## config.mk

```make
export PLATFORM = sky130hd
export DESIGN_NAME = norm32_pipe
export DESIGN_NICKNAME = d
export VERILOG_FILES = /design/src/rtl/norm32_pipe.sv
export SDC_FILE = /design/constraint.sdc
export NUM_CORES = 1
export LEC_CHECK = 0
export ABC_CLOCK_PERIOD_IN_PS = 5400
export CORE_MARGIN = 2
export CORE_UTILIZATION = 60
export CTS_CLUSTER_DIAMETER = 60
export DETAILED_ROUTE_END_ITERATION = 8
export HOLD_SLACK_MARGIN = 0.08
export PLACE_DENSITY = 0.87
export REMOVE_ABC_BUFFERS = 1
export SLEW_MARGIN = 20
export SYNTH_ARGS = -nofsm -noshare
export SYNTH_HDL_FRONTEND = slang
export SYNTH_HIERARCHICAL = 1
export SYNTH_SLANG_ARGS = --single-unit
```

## constraint.sdc

```tcl
create_clock -name clk -period 5.4 [get_ports clk]
set_input_delay 1.35 -clock clk [delete_from_list [all_inputs] [get_ports clk]]
set_output_delay 1.35 -clock clk [all_outputs]
set_load 0.005 [all_outputs]
```

## src/rtl/norm32_pipe.sv

```systemverilog
// norm32_pipe: two-stage valid/ready normalizer. It turns a 32-bit unsigned
// magnitude into mantissa/exponent form and tracks a per-frame block exponent.
//
// Parameters:
//   MANT_W  output mantissa width (2..31)
//
// Ports:
//   clk, rst_n       clock (rising edge), asynchronous active-low reset
//   in_valid/ready   input handshake; in_ready is combinational from out_ready
//   in_data, in_last 32-bit sample and end-of-frame marker
//   out_valid/ready  output handshake
//   out_mant         normalized mantissa (MSB set unless out_zero)
//   out_exp          31 - clz(sample), 0 for a zero sample
//   out_zero         sample was zero
//   out_last         delayed in_last
//   out_frame_exp    max exponent over the frame (valid with out_valid && out_last)
//   out_frame_zero   whole frame was zero (valid with out_valid && out_last)
//
// Build option:
//   NORM32_ROUND_EN  round half-up on the guard bit instead of truncating.
//                    The adder lives in stage 2, so latency stays at 2 cycles.

// Count leading zeros of a 32-bit word; returns 32 for a zero word.
module clz32 (
  input  logic [31:0] data_i,
  output logic [5:0]  clz_o
);

  // Scan from LSB to MSB so the highest set bit writes last and wins.
  always_comb begin
    clz_o = 6'd32;
    for (int i = 0; i < 32; i++) begin
      clz_o = data_i[i] ? 6'(31 - i) : clz_o;
    end
  end

endmodule

module norm32_pipe #(
  parameter int MANT_W = 16
) (
  input  logic              clk,
  input  logic              rst_n,
  input  logic              in_valid,
  output logic              in_ready,
  input  logic [31:0]       in_data,
  input  logic              in_last,
  output logic              out_valid,
  input  logic              out_ready,
  output logic [MANT_W-1:0] out_mant,
  output logic [4:0]        out_exp,
  output logic              out_zero,
  output logic              out_last,
  output logic [4:0]        out_frame_exp,
  output logic              out_frame_zero
);

  // Stage 1 registers
  logic              s1_valid_q;
  logic [31:0]       s1_data_q;
  logic              s1_last_q;

  // Stage 2 registers (drive the outputs directly)
  logic              s2_valid_q;
  logic [MANT_W-1:0] s2_mant_q;
  logic [4:0]        s2_exp_q;
  logic              s2_zero_q;
  logic              s2_last_q;

  // Frame accumulator
  logic [4:0]        acc_exp_q;
  logic              acc_zero_q;

  // Combinational
  logic              s1_en_s;
  logic              s2_en_s;
  logic              out_hs_s;
  logic [5:0]        clz_s;
  logic [31:0]       norm_s;
  logic              zero_s;
  logic [4:0]        exp_t_s;
  logic [MANT_W-1:0] mant_t_s;
  logic [MANT_W-1:0] mant_d;
  logic [4:0]        exp_d;
  logic              zero_d;
  logic [4:0]        cand_exp_s;
  logic              cand_zero_s;
`ifdef NORM32_ROUND_EN
  logic              guard_s;
  logic [MANT_W:0]   sum_s;
`endif

  // A stage may load when it is empty or its contents move on this cycle.
  assign s2_en_s  = !s2_valid_q || out_ready;
  assign s1_en_s  = !s1_valid_q || s2_en_s;
  assign in_ready = s1_en_s && rst_n;
  assign out_hs_s = s2_valid_q && out_ready;

  clz32 u_clz (
    .data_i (s1_data_q),
    .clz_o  (clz_s)
  );

  // Shifting by 32 (zero input) yields an all-zero word, so no special case.
  assign norm_s   = s1_data_q << clz_s;
  assign zero_s   = (clz_s == 6'd32);
  assign exp_t_s  = 5'(6'd31 - clz_s);
  assign mant_t_s = MANT_W'(norm_s >> (32 - MANT_W));

`ifdef NORM32_ROUND_EN
  assign guard_s = norm_s[31-MANT_W];
  assign sum_s   = {1'b0, mant_t_s} + {{MANT_W{1'b0}}, guard_s};
`endif

  // Stage 2 next-state: zero forcing plus optional rounding with carry-out.
  always_comb begin
    mant_d = '0;
    exp_d  = 5'd0;
    zero_d = 1'b0;
    if (zero_s) begin
      mant_d = '0;
      exp_d  = 5'd0;
      zero_d = 1'b1;
    end else begin
`ifdef NORM32_ROUND_EN
      if (sum_s[MANT_W]) begin
        // Mantissa overflowed to 2^MANT_W: renormalize, or saturate at the top.
        if (exp_t_s != 5'd31) begin
          mant_d = {1'b1, {(MANT_W-1){1'b0}}};
          exp_d  = exp_t_s + 5'd1;
        end else begin
          mant_d = {MANT_W{1'b1}};
          exp_d  = 5'd31;
        end
      end else begin
        mant_d = sum_s[MANT_W-1:0];
        exp_d  = exp_t_s;
      end
`else
      mant_d = mant_t_s;
      exp_d  = exp_t_s;
`endif
      zero_d = 1'b0;
    end
  end

  // Frame candidate: current beat folded into the running accumulator.
  always_comb begin
    cand_exp_s  = acc_exp_q;
    cand_zero_s = acc_zero_q && s2_zero_q;
    if (!s2_zero_q && (s2_exp_q > acc_exp_q)) begin
      cand_exp_s = s2_exp_q;
    end else begin
      cand_exp_s = acc_exp_q;
    end
  end

  // Stage 1: capture the incoming sample; bubbles only clear the valid bit.
  always_ff @(posedge clk or negedge rst_n) begin
    if (!rst_n) begin
      s1_valid_q <= 1'b0;
      s1_data_q  <= 32'd0;
      s1_last_q  <= 1'b0;
    end else if (s1_en_s) begin
      s1_valid_q <= in_valid;
      if (in_valid) begin
        s1_data_q <= in_data;
        s1_last_q <= in_last;
      end
    end
  end

  // Stage 2: register the normalized result.
  always_ff @(posedge clk or negedge rst_n) begin
    if (!rst_n) begin
      s2_valid_q <= 1'b0;
      s2_mant_q  <= '0;
      s2_exp_q   <= 5'd0;
      s2_zero_q  <= 1'b0;
      s2_last_q  <= 1'b0;
    end else if (s2_en_s) begin
      s2_valid_q <= s1_valid_q;
      if (s1_valid_q) begin
        s2_mant_q <= mant_d;
        s2_exp_q  <= exp_d;
        s2_zero_q <= zero_d;
        s2_last_q <= s1_last_q;
      end
    end
  end

  // Frame accumulator: advances only on an output handshake, clears after last.
  always_ff @(posedge clk or negedge rst_n) begin
    if (!rst_n) begin
      acc_exp_q  <= 5'd0;
      acc_zero_q <= 1'b1;
    end else if (out_hs_s) begin
      if (s2_last_q) begin
        acc_exp_q  <= 5'd0;
        acc_zero_q <= 1'b1;
      end else begin
        acc_exp_q  <= cand_exp_s;
        acc_zero_q <= cand_zero_s;
      end
    end
  end

  assign out_valid      = s2_valid_q;
  assign out_mant       = s2_mant_q;
  assign out_exp        = s2_exp_q;
  assign out_zero       = s2_zero_q;
  assign out_last       = s2_last_q;
  assign out_frame_exp  = cand_exp_s;
  assign out_frame_zero = cand_zero_s;

endmodule
```

==> images/final_clocks.png <==
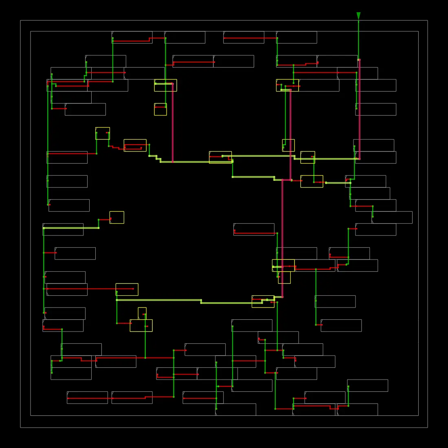
clk sink count: 64
tally of clock buffers in the finished layout: 9
Latency at later pin: 360 ps

==> images/zoom.png <==
Scale bar: 5 um. Region (36, 55) to (56, 75) um. Cells in gray, sequential cells in the stronger gray; small squares are vias.
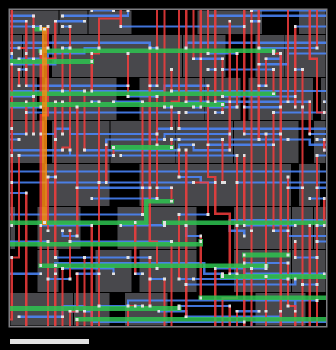
- met1: blue
- met2: red
- met4: orange
- met3: green
- most frequent: mux2_2 (7), mux2i_1 (5), nor2_1 (3)
- sequential cells in the window: 0
- cells with their middle in the window: 33

==> images/gate_families.png <==
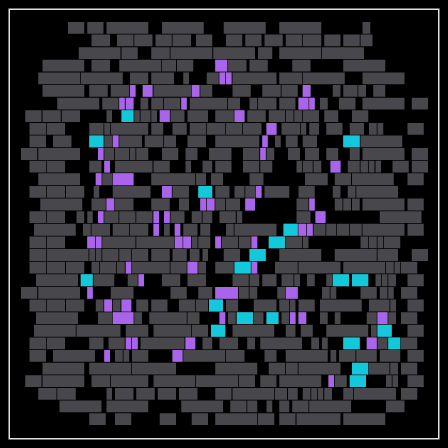
- NOR gates: purple (cells 65; most used nor2_1)
- AND-OR and OR-AND gates: cyan (cells 20; most used a32o_1)
final cell count without fillers: 617
logic share of the area: 51.20%

==> images/pins.png <==
Scale bar: 20 um. Pins as bars across the die edge, other pins in gray.
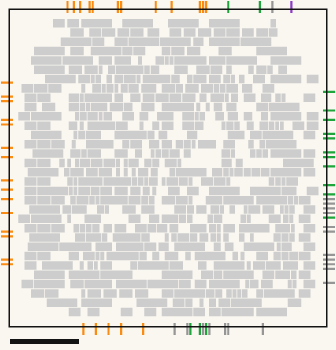
- rst_n: purple (pins 1; direction input; edge top)
- in_data: orange (pins 32; direction input; edge 15 left, 12 top, 5 bottom)
- out_mant: green (pins 16; direction output; edge 11 right, 3 bottom, 2 top)

==> images/wire_density.png <==
The die is cut into 18 by 18 equal tiles; white is low, dark blue is high, scaled to the fullest tile. Values are wire area over tile area, all layers added.
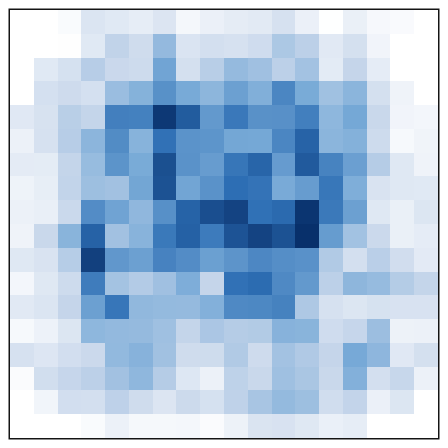
- tiles over half the peak: 25%
- fullest tile: 0.70
- nearly empty tiles: 6.8%
- densest ninth of the die: center
- mean over tiles: 0.23
WL per Instance: 19.55 um
routed wire length: 12070 um
Overall Global Routing Usage: 28.83%

-- registers in the layout, summed over array words and instances (netlist names) --
| register | count |
|---|---|
| out_mant | 16 |
| out_exp | 5 |
| out_zero | 1 |
| out_valid | 1 |
| s1_data_q | 32 |
| s1_last_q | 1 |
| out_last | 1 |
| acc_exp_q | 5 |
| acc_zero_q | 1 |
| s1_valid_q | 1 |
-- stage by stage --
stage | instances | power [W] | utilization, %
3_3_place_gp | 601 | 0.001566 | 70.01
5_1_grt | 617 | 0.002106 | 72.41
6_report | 617 | 0.001987 | 72.41
4_1_cts | 617 | 0.001981 | 72.33
3_5_place_dp | 601 | 0.001600 | 70.01
2_1_floorplan | 423 | 0.001244 | -
==> Changelog: implementation <==
## Implementation

- Buffers excl. clock: 76
- Crit path kind: reg -> out
- Crit path cell chain: ha_1, and3_1, a31oi_1, o31a_1, mux2_2, clkdlybuf4s50_1
- Switching Share: 37.93%
- Adder Share, Synth: 1.339%
- DRT iter0 DRCs: 394
- Multi-input comb cells: 346
- Multiplexer share: 27.72%
- Setup violations, final: 0
- GR Layer Usage met2: 46.88%
- Tap cells: 102
- Root Buffer: clkbuf_8
- Final instance area: 0.005538 mm^2
- Ys async rst share: 100.0%
- Syn_area_per_cell: 10.36 um^2
- Number of global-route vias before repair: 3809
- Most common cell in the synthesized netlist: dfrtp_1
- Setup WS pre-CTS: 1385 ps
- Top cells by count, synth: dfrtp_1, mux2_2, nor2_1, mux2i_1, nand2_1
- I/O pin count: 68
- CP endpoint kind: output pin
- Reg2reg setup slack: 1450 ps
- Vert. Die Dim: 92.24 um
- Largest fanout on the critical path: 15
- Via count: 4083
- Mapped cell area: 0.004672 mm^2
- Post-Synth Simple-Gate Area: 13.74%
- Buffers and inverters on the worst path: 1
- Vias per cell: 6.618
- Postcts setup bufs: 0
- Comb pwr share: 44.8%
- Sequential share of cell area: 28.94%
- N_diodes: 0
- Clock group: 0.000380 W
- Logic power comb: 0.000889 W
- Area fraction in compound gates: 17.17%
- R2R depth: 11
- Port-buffer cells: 67
- Top Layout Cells: clkdlybuf4s50_1, dfrtp_1, mux2_2
- Met2 WL: 5879 um
- Inserted Clock Buffers: 9
- Gr ovfl total: 0
- DR DRC count: 0
- Main power group: combinational logic
- Synth logic family: multiplexers
- Core ar.: 0.007647 mm^2
- R2R Path End: out_mant[9]$_DFFE_PN0P_
- Max Cap Viol: 0
- R2r startpoint: s1_data_q[0]$_DFFE_PN0P_
- Gr busiest metal: met2
- Most used logic cell in the final layout: clkdlybuf4s50_1
- 1st-pass router iterations: 5
- Worst slew margin: 36.71%
- Max Slew Vio Count: 0
- Worst-margin pin slew: 949.3 ps
- Sequential share of power: 36.1%
- Clk_skew: 12.30 ps
- Met3 Use GR: 5.259%
- WHS Path Cells: 2
- Area share, top type: 33.74%
- Layout clock area frac: 3.208%
- Final Critical Period: 4129 ps
- Post-CTS resize count: 0
- Dpl cell area: 0.005354 mm^2
- DP HPWL: 8619 um
- Crit-path leading delay family: AND-OR/OR-AND gates
- Max VDD drop: 0.1747 mV
- Fp_density: 61.09%
- Largest net degree at the start of global routing: 65
- FMAX: 242.2 MHz
- Biggest Area Class: logic gates
- Post-layout period usage: 76.47%
- Flops after synth: 64
- M1 GR Usage: 38.43%
- Reg clk slew, reported paths: 80 ps
- Nets: 552
- Hold slack: 479.6 ps
- Worst Path Required: 4050 ps
- GPL Wtd Cong: 0.9918
- XOR Share, Synth: 0%
- Num rows: 32
- Synthesis Warnings: 6
- Worst Min Path Start: out_mant[10]$_DFFE_PN0P_
- Internal: 0.001233 W
- CP startpoint kind: register
- First-pass GRT wire length: 19210 um
- Post-synth EDFFs: 0
- Initial antenna violation count: 0
- Post-synth cell types: 70
- TritonCTS clock tree: built
- H-tree depth: 3
- Yosys cell count: 451
- Worst-case clock buffer depth: 2
- Tool warnings: 25
- Unrepaired setup endpoints after global routing: no
- CP arrival: 2780 ps
- Highest metal used: met4
- Cts hold-fix bufs: 0
- Seq_cells: 64
- Area leader, netlist: dfrtp_1
- Slowest Stage Delay on Critical Path: 450 ps
- Synth Instances: 451
- Status: finished, final reports clean
- Switching pwr: 0.0007535 W
- CP Depth: 6
Power figures rest on the tool's default switching activity, not on a simulated workload.
